Design led_frame_buffer, sky130hd; sources not shown.
port_trees.png
Scale bar: 200 um.
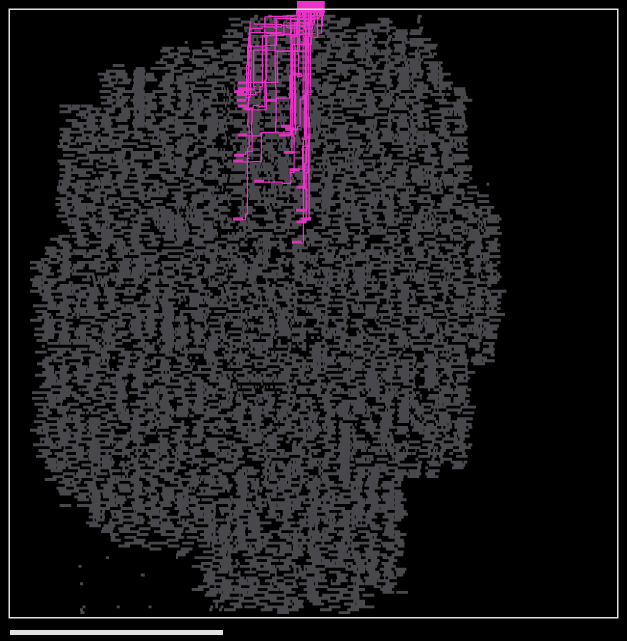
| color | port | bits | direction | edge | end cells | buffers | wire |
|---|---|---|---|---|---|---|---|
| magenta | parallel_data_out | 24 | output | top | 24 | 24 | 3,960 um |
IO Pins: 78
IO Port Bufs: 69

ff_map.png
Scale bar: 200 um. Other sequential cells in the stronger gray, the rest of the logic in the fainter gray.
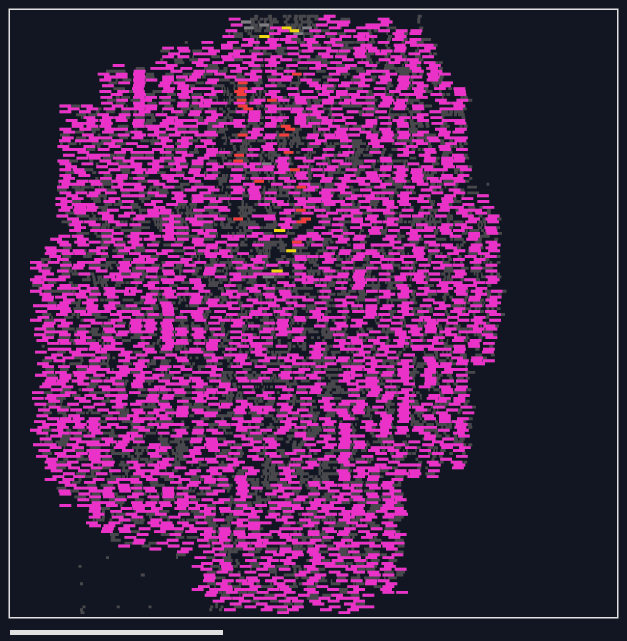
| color | netlist name | placed flops |
|---|---|---|
| red | parallel_data_out | 24 |
| yellow | rd_idx | 6 |
| magenta | mem | 2,880 |
Seq/total area: 64.87%
sequential power: 41.2 mW
FF+latch area: 87,420 um^2
final core occ: 42.31%

closeup.png
Window x 123 to 163, y 408 to 448 um. Cells in gray, sequential cells in the stronger gray; small squares are vias.
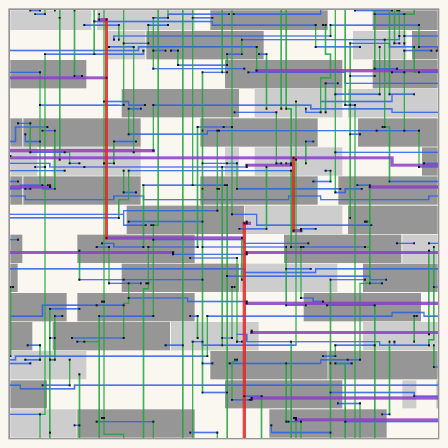
| color | layer |
|---|---|
| red | M4 |
| green | M2 |
| purple | M3 |
| blue | M1 |
sequential cells in the window: 27
cells with their middle in the window: 44
most frequent: edfxtp_1 (27), mux4_2 (7), clkbuf_16 (4)

layers.png
Only two layers are drawn.
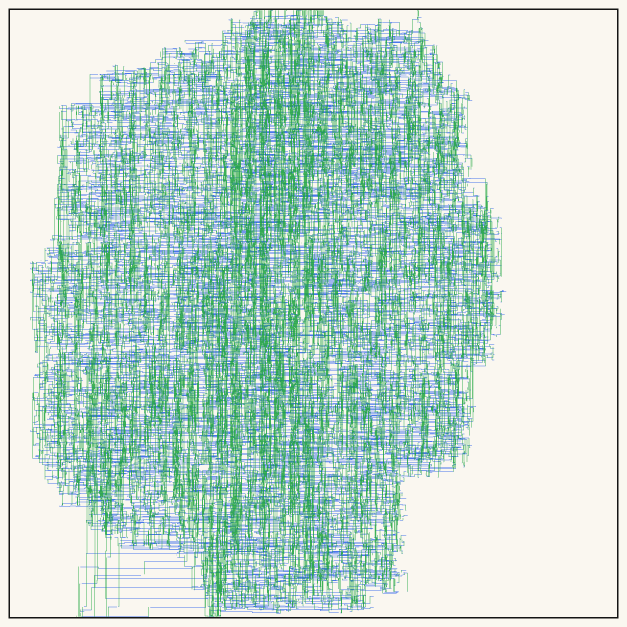
| color | layer | wire length |
|---|---|---|
| blue | M1 | 124 mm |
| green | M2 | 149 mm |
vias after detailed routing: 57,670
total global-route track usage: 18.44%
drt total wl: 307.3 mm
average routed wire per standard cell: 29.01 um

clock_nets.png
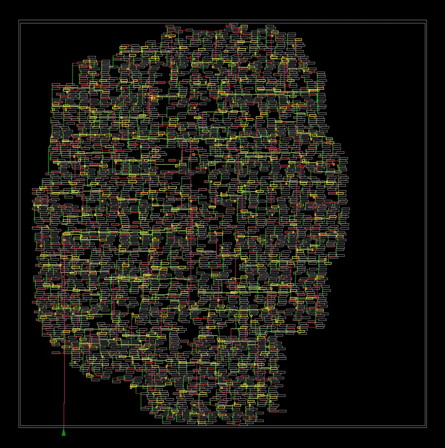
Power Clock: 31.7 mW
clock buffers: 356

==> results.cfg <==
; yosys + openroad results
[grt]
grt_pass1_vias = 56830
grtUsageMet2_pct = 30.39
grt_use_met1_pct = 24.91
grt-ovfl-total = 0
busiest_layer = met2
antenna_found_initial = 15
grt_max_degree = 89

[routing]
drc = 0
antenna_left = 0
dr_wl_met3_mm = 22.11
wl_met2_mm = 149.0
drtPass1Iterations = 5
highest_layer = met5
first_iter_violations = 6868
viasPerCell = 5.445
met1_length_mm = 124.1

[finish]
comb_area_share_pct = 17.83
fillers = 27370
largest_cell_class = sequential cells
largest_register_ffs = 2880
nNonClkBuffers = 727
layout_top_cells = edfxtp_1 (2,880), mux2i_1 (681), mux4_2 (435)
clock_area_share_pct = 6.656
instances_no_fill = 10590
drive_gt1_share_pct = 27.26
final-comb-area_um2 = 24040
bufAreaShareNonClock_pct = 6.733
diodes = 10
fin_area_um2 = 134800
logic_gates = 2245
inverters = 4
area_growth_pct = 20.08
flops = 2917

[synthesis]
ys_cells = 5483
yosys_area_um2 = 112200
synthesis.nets = 5533
ys_seq_share_pct = 77.88
top_cell_area_share_pct = 77.05
ff_type = edfxtp_1
ys_sh_mux_pct = 14.97
yosysUniqueCellTypes = 34
area_leaders = edfxtp_1 (77%), mux4_2 (8.7%), mux2i_1 (6.2%)
ys_top_logic_family = multiplexers
yosys_warnings = 0
async_reset_ff_share_pct = 1.268
most_common_cell = edfxtp_1
syn_inst = 5483
synth-edff-count = 2880
fa_ha_area_share_pct = 0
ys_sh_xor_pct = 0.007803
yosys-top-cells-count = edfxtp_1 (2,880), mux2i_1 (693), mux4_2 (435)
synth_flops = 2917

[timing]
fin_ws_ns = 0.3238
hold_ws_ns = 0.005894
worst_pin_slew_ns = 1.171
slew_violations = 0
grt_setup_unrepaired = true
final_hold_viol_count = 0
min_period_ns = 2.976
fin_setup_tns_ns = 0
skew_ns = 0.04915

[power]
power.switching_mw = 24.43
clkPwrFrac_pct = 34.0
switching_share_pct = 26.15
peakVddDrop_mv = 0.4003
sequentialPowerShare_pct = 44.1
power.density_nw_per_um2 = 693.1
power.group.top = sequential cells
powerComb_mw = 20.5
intPower_mw = 68.99
total_power_mw = 93.42
comb_power_share_pct = 21.9

[setup_path]
required_ns = 4.05
ff2ff_setup_slack_ns = 0.32
crit_chain = clkbuf_16, buf_16, buf_16, buf_16, mux4_2, mux2i_2, buf_4, o211ai_1, a21oi_1, nand3_2
worstSetupPathType = flip-flop to flip-flop
path_delay_family = buffers and inverters
critPathBufInv = 5
slowest_stage = mux4_2
r2r_cells = 10
cp_max_fo = 12
arrival_ns = 3.73
cp_common_cell = buf_16
max_stage_delay_ns = 0.53
path_depth = 10
end_kind = flip-flop

[floorplanning]
tap_cells = 4180
row_count = 207
die_area_um2 = 325200
die_y_um = 570.3
die_w_um = 570.3
core_um2 = 318600

[place]
pre_cts_ws_ns = -0.09424
dp.cells = 9983
place_area_um2 = 123600
gp_congestion = 0.8562

[clock_tree]
ctsResizeCount = 63
cts_sinks = 2917
htreeDepth = 5
cts.clk_slew.worst_paths_ns = 0.06
cts_tree = yes
cts_hold_buf = 4
numCtsBuffers = 292
post-cts-setup-buffer-count = 28
clk_latency_ns = 0.87
cts-root-buf = clkbuf_16
clockBufferDepth = 4

[job]
warnings = 37
maxCapViolCount = 0

[min_path]
hp-class = input pin to asynchronous set/reset pin

[status]
run_status = finished clean
No activity file was given, so power comes from the tool's default toggle rates.
